run_1/layer_met1.png
Supply wires on this layer in grey.
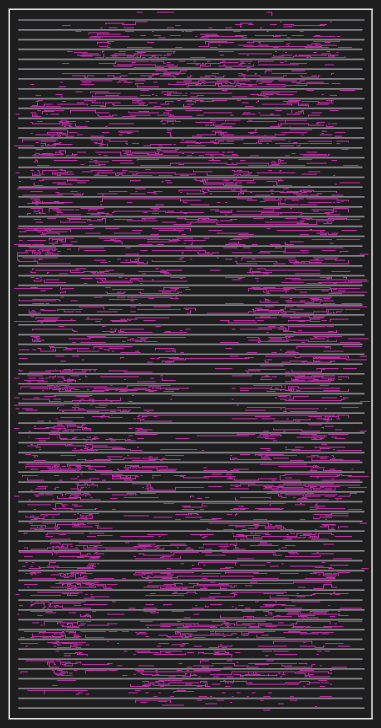
run_1/power_grid.png
Pins as bars on the die edge.
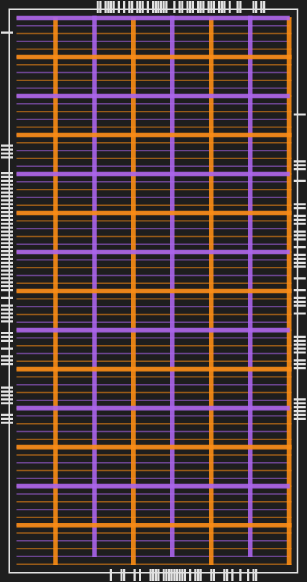
run_1/logic_types.png
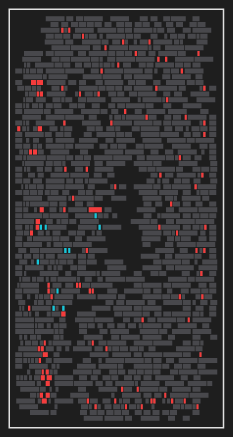
run_1/clocks.png
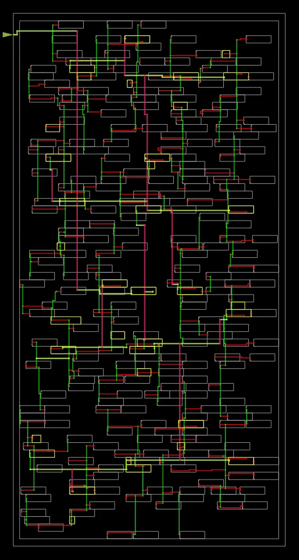
**src/rtl/ram_stream_reader.sv**
```systemverilog
// Sequential read engine for the simple dual-port RAM read port: walks addresses with enb/addrb
// and turns the 1-cycle-latency doutb into a valid/ready stream through a 3-entry FIFO.
module ram_stream_reader #(
    parameter int unsigned RAM_WIDTH      = 64,
    parameter int unsigned RAM_ADDR_WIDTH = 10
) (
    input  logic                      clk,
    input  logic                      rst_n,
    input  logic                      start_i,
    input  logic [RAM_ADDR_WIDTH-1:0] base_addr_i,
    input  logic [RAM_ADDR_WIDTH:0]   len_i,
    output logic                      busy_o,
    output logic                      done_o,
    output logic                      enb_o,
    output logic [RAM_ADDR_WIDTH-1:0] addrb_o,
    input  logic [RAM_WIDTH-1:0]      doutb_i,
    output logic                      m_valid_o,
    input  logic                      m_ready_i,
    output logic [RAM_WIDTH-1:0]      m_data_o,
    output logic                      m_last_o
);

    localparam int unsigned Depth = 3;

    localparam logic [1:0] StIdle  = 2'd0;
    localparam logic [1:0] StRun   = 2'd1;
    localparam logic [1:0] StDrain = 2'd2;

    localparam logic [RAM_ADDR_WIDTH:0]   LenOne  = (RAM_ADDR_WIDTH+1)'(1);
    localparam logic [RAM_ADDR_WIDTH-1:0] AddrOne = RAM_ADDR_WIDTH'(1);

    logic [1:0]                state_q, state_d;
    logic [RAM_ADDR_WIDTH-1:0] rd_addr_q, rd_addr_d;
    logic [RAM_ADDR_WIDTH:0]   issue_left_q, issue_left_d;
    logic [RAM_ADDR_WIDTH:0]   pop_left_q, pop_left_d;
    logic                      inflight_q, inflight_d;
    logic                      done_q, done_d;
    logic [RAM_WIDTH-1:0]      mem_q [Depth];
    logic [1:0]                wr_ptr_q, wr_ptr_d;
    logic [1:0]                rd_ptr_q, rd_ptr_d;
    logic [1:0]                count_q, count_d;
    logic [2:0]                occupancy;
    logic                      issue;
    logic                      push;
    logic                      pop;

    function automatic logic [1:0] ptr_inc(input logic [1:0] p);
        return (p == 2'd2) ? 2'd0 : p + 2'd1;
    endfunction

    // Issue depends only on registered state so m_ready never reaches enb combinationally.
    always_comb begin
        occupancy = {1'b0, count_q} + {2'b00, inflight_q};
        issue     = (state_q == StRun) && (occupancy < 3'd3);
        push      = inflight_q;
        pop       = (count_q != 2'd0) && m_ready_i;
    end

    always_comb begin
        state_d      = state_q;
        rd_addr_d    = rd_addr_q;
        issue_left_d = issue_left_q;
        pop_left_d   = pop_left_q;
        done_d       = 1'b0;
        inflight_d   = issue;
        wr_ptr_d     = push ? ptr_inc(wr_ptr_q) : wr_ptr_q;
        rd_ptr_d     = pop ? ptr_inc(rd_ptr_q) : rd_ptr_q;
        count_d      = count_q + {1'b0, push} - {1'b0, pop};

        if (issue) begin
            rd_addr_d    = rd_addr_q + AddrOne;
            issue_left_d = issue_left_q - LenOne;
        end
        if (pop) begin
            pop_left_d = pop_left_q - LenOne;
        end

        case (state_q)
            StIdle: begin
                if (start_i) begin
                    if (len_i == '0) begin
                        done_d = 1'b1;
                    end else begin
                        state_d      = StRun;
                        rd_addr_d    = base_addr_i;
                        issue_left_d = len_i;
                        pop_left_d   = len_i;
                    end
                end
            end
            StRun: begin
                if (issue && (issue_left_q == LenOne)) begin
                    state_d = StDrain;
                end
            end
            StDrain: begin
                if (pop && (pop_left_q == LenOne)) begin
                    state_d = StIdle;
                    done_d  = 1'b1;
                end
            end
            default: state_d = StIdle;
        endcase
    end

    always_ff @(posedge clk or negedge rst_n) begin
        if (!rst_n) begin
            state_q      <= StIdle;
            rd_addr_q    <= '0;
            issue_left_q <= '0;
            pop_left_q   <= '0;
            inflight_q   <= 1'b0;
            done_q       <= 1'b0;
            wr_ptr_q     <= '0;
            rd_ptr_q     <= '0;
            count_q      <= '0;
            for (int unsigned i = 0; i < Depth; i++) begin
                mem_q[i] <= '0;
            end
        end else begin
            state_q      <= state_d;
            rd_addr_q    <= rd_addr_d;
            issue_left_q <= issue_left_d;
            pop_left_q   <= pop_left_d;
            inflight_q   <= inflight_d;
            done_q       <= done_d;
            wr_ptr_q     <= wr_ptr_d;
            rd_ptr_q     <= rd_ptr_d;
            count_q      <= count_d;
            if (push) begin
                mem_q[wr_ptr_q] <= doutb_i;
            end
        end
    end

    assign busy_o    = (state_q != StIdle) || done_q;
    assign done_o    = done_q;
    assign enb_o     = issue;
    assign addrb_o   = rd_addr_q;
    assign m_valid_o = (count_q != 2'd0);
    assign m_data_o  = mem_q[rd_ptr_q];
    assign m_last_o  = (pop_left_q == LenOne);

endmodule

```
**config.mk**
```make
export PLATFORM = sky130hd
export DESIGN_NAME = ram_stream_reader
export DESIGN_NICKNAME = d
export VERILOG_FILES = /design/src/rtl/ram_stream_reader.sv
export SDC_FILE = /design/constraint.sdc
export NUM_CORES = 1
export LEC_CHECK = 0
export CORE_ASPECT_RATIO = 2
export CORE_MARGIN = 2
export CORE_UTILIZATION = 58
export CTS_BUF_LIST = sky130_fd_sc_hd__clkbuf_4 sky130_fd_sc_hd__clkbuf_8 sky130_fd_sc_hd__clkbuf_16
export DETAILED_ROUTE_END_ITERATION = 16
export GPL_ROUTABILITY_DRIVEN = 0
export PLACE_DENSITY = 0.85
export SYNTH_ARGS = -nofsm -noshare
export SYNTH_HDL_FRONTEND = slang
export SYNTH_SLANG_ARGS = --single-unit
export TNS_END_PERCENT = 100
```
**constraint.sdc**
```tcl
create_clock -name clk -period 4.2 [get_ports clk]
set_input_delay 0.84 -clock clk [delete_from_list [all_inputs] [get_ports clk]]
set_output_delay 0.84 -clock clk [all_outputs]
set_load 0.02 [all_outputs]
```
==> Changelog: implementation, run 1 <==
### Implementation results

- Final min period: ~3.6 ns
- Nets@finish: 1116
- Chip Area: just under 20000 um2
- Outcome: finished, final reports clean
- Max_slew headroom: 28.61%
- Post-synth seq share: 54.84%
- Worst-case reg-to-reg path depth: 6
- Most common cell in the netlist: dfrtp_1
- Placement Cell Area: 12600 um2
- Number of flip-flops in the largest register: roughly 190
- TritonCTS clock tree: yes
- Hold WS: between 0.4 and 0.5 ns
- Biggest register: mem_q
- CP bufs+invs: 2
- Compound Share, Synth: 5.871%
- Top cells by count, synth: dfrtp_1 (234), mux2_2 (194), nand2_1 (76)
- Critical path origin: rd_ptr_q[1]$_DFFE_PN0P_
- Root Driver: clkbuf_16
- Post-layout power: around 12000 uW
- ANT cells: 0
- Slowest stage delay, CP: a little under 0.9 ns
- Routed wl met3: roughly 1.1 mm
- Setup bufs post-CTS: 0
- Post-CTS Hold Buffers: 0
- Router iterations before antenna repair: 4
- Post-synthesis cell count: ~860
- Clk sink count: ~230
- Top sig layer: met4
- Startpoint types: flip-flop
Back to the opening pictures, layer_met1.png:
wire length on this layer: 9080 um
longest straight run: 54.3 um
share of all routed wire: 37%
main direction: horizontal
Via Count: 7278
Total Routed Length: 24.37 mm
GR Util met1: 29.43%

Back to the opening pictures, power_grid.png:
legend:
  purple:
    net: VDD
  orange:
    net: VSS
rows: 70
met1 rails: 71
met5 straps: 14
Die Y: 195.9 um
Core Footprint: 18130 um2
Die Wd: 99.94 um
maximum vdd drop: 0.6025 mV

Back to the opening pictures, logic_types.png:
legend:
  red:
    family: NAND gates
    cells: 98
    most_used: nand2_1
    where: all over the die
  cyan:
    family: inverters
    cells: 10
    most_used: inv_1
    where: left middle
Commonest Layout Cell: dfrtp_1
final cell count without fillers: 1247

Back to the opening pictures, clocks.png:
Clock Skew: 0.005885 ns
CLK BUF: 31

run 1: area by class of cell:
type	instances	area, um2	share of cell area (%)
Clock buffer	31	638.1	4.799
Timing Repair Buffer	183	1834	13.80
Tap cell	216	270.3	2.033
Sequential cell	234	5861	44.08
Multi-Input combinational cell	568	4602	34.61
Clock inverter	5	53.80	0.4046
Inverter	10	37.54	0.2823
run 1: per-stage QoR:
step,cells,setup slack (ns)
2_1_floorplan,862,1.569
3_3_place_gp,1211,0.9405
3_5_place_dp,1211,0.8713
4_1_cts,1247,0.5793
5_1_grt,1247,0.5073
6_report,1247,0.6199
run 1: report_power, final:
| part | switching, uW | total [uW] | internal, uW |
|---|---|---|---|
| clock | 811 | 1930 | 1110 |
| sequential | 758 | 4180 | 3420 |
| combinational | 2800 | 5800 | 2990 |
run_1/flops_by_reg.png
Other sequential cells in the stronger grey, the rest of the logic in the fainter grey.
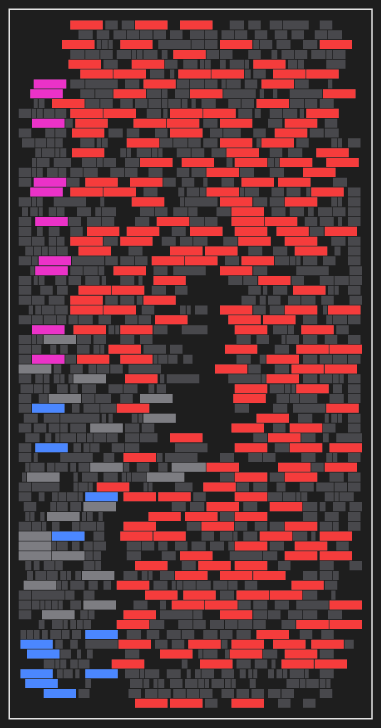

==> run 1 -> run 2 <==
- CORE_UTILIZATION: 58 -> 49
- PLACE_DENSITY: 0.85 -> 0.77
- clock period: 4.2 -> 2.88 ns (I/O delays scaled with it)
run_2/flops_by_reg.png
Other sequential cells in the stronger grey, the rest of the logic in the fainter grey.
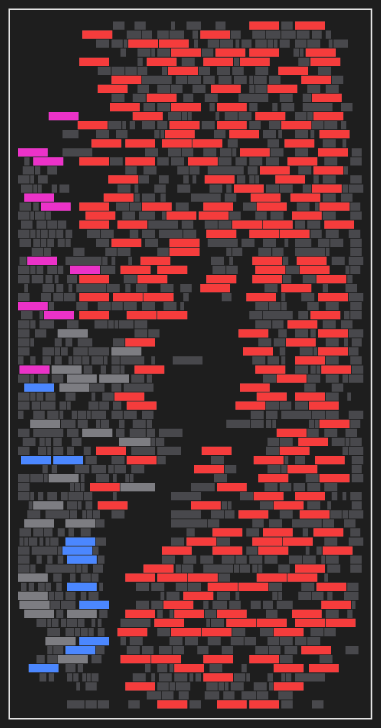
legend:
  magenta:
    signal: addrb_o
    flops: 10
  blue:
    signal: issue_left_q
    flops: 11
    where: bottom left
  red:
    signal: mem_q
    flops: 192
Reg area: 5861 um2
Seq area share: 43.25%

run_2/power_grid.png
Pins as bars on the die edge.
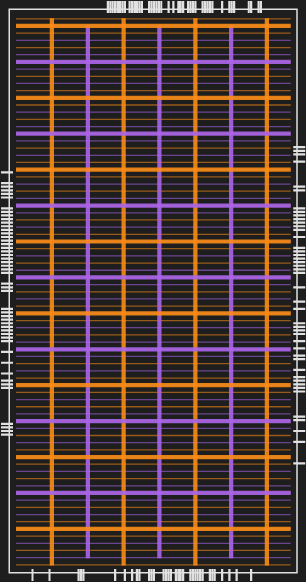
legend:
  orange:
    net: VSS
  purple:
    net: VDD
met1 rails: 77
met4 straps: 7
rows: 76
Die Y: 212.8 um
maximum vdd drop: 1.128 mV
Die Wd: 108.4 um
Core Footprint: 21490 um2

==> run 2 against run 1 <==
First-iteration DRC count increased by 1.1%. Largest power group unchanged. Sequential cell count unchanged. Critical path depth increased by 1.
==> Changelog: implementation, run 2 <==
### Implementation results

- Chip Area: 23060 um2 (+18%)
- Post-layout power: 17160 uW (+44%)
- Multi-In Gates: 568 (unchanged)
- Nonclk buf count: 193 (+5.5%)
- Via Count: 7342 (+0.88%)
- Post-CTS Hold Buffers: 0 (unchanged)
- Max_slew headroom: 36.55% (+7.9 points)
- GR Util met1: 23.89% (-5.5 points)
- Setup bufs post-CTS: 0 (unchanged)
- Critical path origin: rd_ptr_q[1]$_DFFE_PN0P_
- Int Pwr: 10820 uW (+44%)
- Root Driver: clkbuf_16
- Top sig layer: met4
- Dominant kind of cell: registers
- Post-synthesis cell count: 862 (unchanged)
- ANT cells: 0 (unchanged)
- Post-synth seq share: 54.84% (unchanged)
- Clk sink count: 234 (unchanged)
- Final min period: approximately 2.8 ns
- Router iterations before antenna repair: 4 (unchanged)
- Invs w/o clock: 10 (unchanged)
- Top cells by count, synth: dfrtp_1 (234), mux2_2 (194), nand2_1 (76)
- Number of flip-flops in the largest register: 192 (unchanged)
- CP bufs+invs: 2 (unchanged)
- Routed wl met3: 1.066 mm (-4.5%)
- P_comb: 8220 uW (+42%)
- Slowest stage delay, CP: 0.65 ns (-0.22 ns)
- Net Sw Frac: 36.97% (+0.25 points)
- Placement Cell Area: 12810 um2 (+1.7%)
- Pre-CTS setup slack: 0.2393 ns (-0.6320 ns)
- Sequential cell power: 5990 uW (+43%)
- Clk power: 2950 uW (+53%)
- Multi-input logic portion of the cell area: 34.01% (-0.60 points)
- Nets@finish: 1126 (+0.90%)
- Outcome: finished, final reports clean
- Biggest register: mem_q
- Clock Skew: 0.01362 ns (+0.007731 ns)
- Flop count: 234 (unchanged)
- CLK BUF: 29 (-6.5%)
- Worst-case reg-to-reg path depth: 7 (+1)
- Pwr top: combinational cells
- Startpoint types: flip-flop
- TritonCTS clock tree: yes
run 2: cell count changes in the layout (fill, tap and decap cells not counted), sizes merged:
cell | previous run | this run
clkdlybuf4s50 | 166 | 102
dlygate4sd2 | 0 | 37
dlymetal6s2s | 0 | 25
buf | 17 | 27
bufinv | 1 | 3
clkinv | 4 | 3
clkinvlp | 0 | 1
inv | 10 | 9
run 2: logic make-up (layout without fill, tap and decap cells):
kind of cell             after synthesis  after routing  synth area share [%]
AND-OR/OR-AND                        114            114                 5.871
flip-flops                           234            234                 54.84
multiplexers                         260            260                 26.65
XOR/XNOR                              25             25                 2.051
adder cells (fa/ha/maj)                9              9                 1.055
buffers and inverters                 60            238                 2.308
AND/OR/NAND/NOR                      160            160                 7.230
run_2/clocks.png
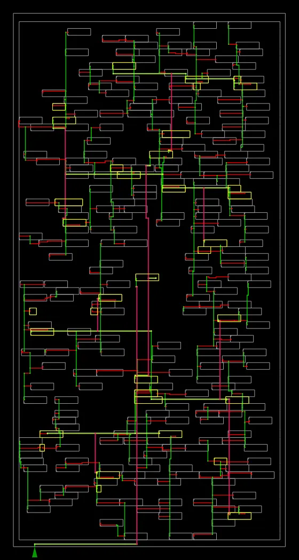

==> run 2 -> run 3 <==
- SETUP_SLACK_MARGIN: default -> 0.1
run_3/clocks.png
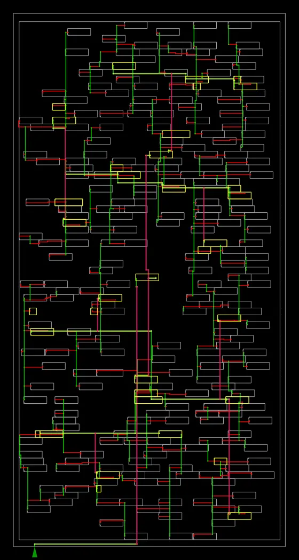
Clock Skew: 0.01216 ns
flop count: 234
Clk power: 2950 uW

run_3/logic_types.png
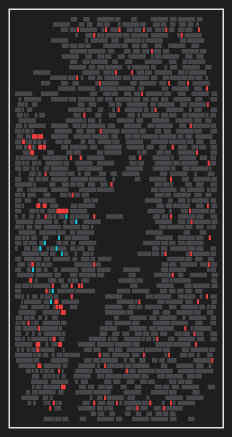
legend:
  cyan:
    family: inverters
    cells: 10
    most_used: inv_1
    where: left middle
  red:
    family: NAND gates
    cells: 98
    most_used: nand2_1
    where: all over the die
multi-input logic portion of the cell area: 34.25%
final cell count without fillers: 1315

==> run 3 against run 2 <==
Synthesized cell count is the same. Largest power group unchanged. Combinational power shrank 2%. Highest routed layer unchanged. Critical endpoint is now enb_o. Wire length shrank 0.22%. Worst setup slack gained 0.19 ns. Power shrank 0.95%. Worst hold slack lost 0.0048 ns.
==> Changelog: implementation, run 3 <==
### Implementation results

- Outcome: finished, final reports clean
- Critical path origin: inflight_q$_DFF_PN0_
- Die Wd: 108.4 um (unchanged)
- Maximum vdd drop: 1.142 mV (+1.2%)
- Router iterations before antenna repair: 4 (unchanged)
- Clk sink count: 234 (unchanged)
- Root Driver: clkbuf_16
- CP bufs+invs: 1 (-1)
- Die Y: 212.8 um (unchanged)
- Top sig layer: met4
- Core Footprint: 21490 um2 (unchanged)
- Placement Cell Area: 12810 um2 (unchanged)
- Max_slew headroom: 36.67% (+0.12 points)
- Post-CTS Hold Buffers: 0 (unchanged)
- Startpoint types: flip-flop
- TritonCTS clock tree: yes
- Final min period: 2.652 ns (-0.1866 ns)
- Top cells by count, synth: dfrtp_1 (234), mux2_2 (194), nand2_1 (76)
- Nonclk buf count: 195 (+1.0%)
- Routed wl met3: 1.096 mm (+2.8%)
==> run 3: cell counts after synthesis <==
Identical to the previous run, type by type.
==> run 3: cells by family after synthesis <==
logic type	synth area share, %
buf+inv	2.308
flops	54.84
fa+ha+maj	1.055
simple gates	7.230
xor+xnor	2.051
mux	26.65
compound gates	5.871
==> run 3: through the flow <==
step	util (%)	std cells	hold slack, ns	power [uW]
5_1_grt	62.74	1315	0.04508	18120
6_report	62.74	1315	0.01237	17000
3_3_place_gp	59.62	1278	0.4862	14460
2_1_floorplan	-	862	0.2804	11290
3_5_place_dp	59.62	1278	0.4925	14720
4_1_cts	62.69	1314	0.02204	17170
==> run 3: power by group <==
group | total [uW] | internal, uW | switching (uW)
registers | 5980 | 4990 | 992
clock network | 2950 | 1760 | 1190
logic | 8060 | 3910 | 4160
No activity file was given, so power comes from the tool's default toggle rates.
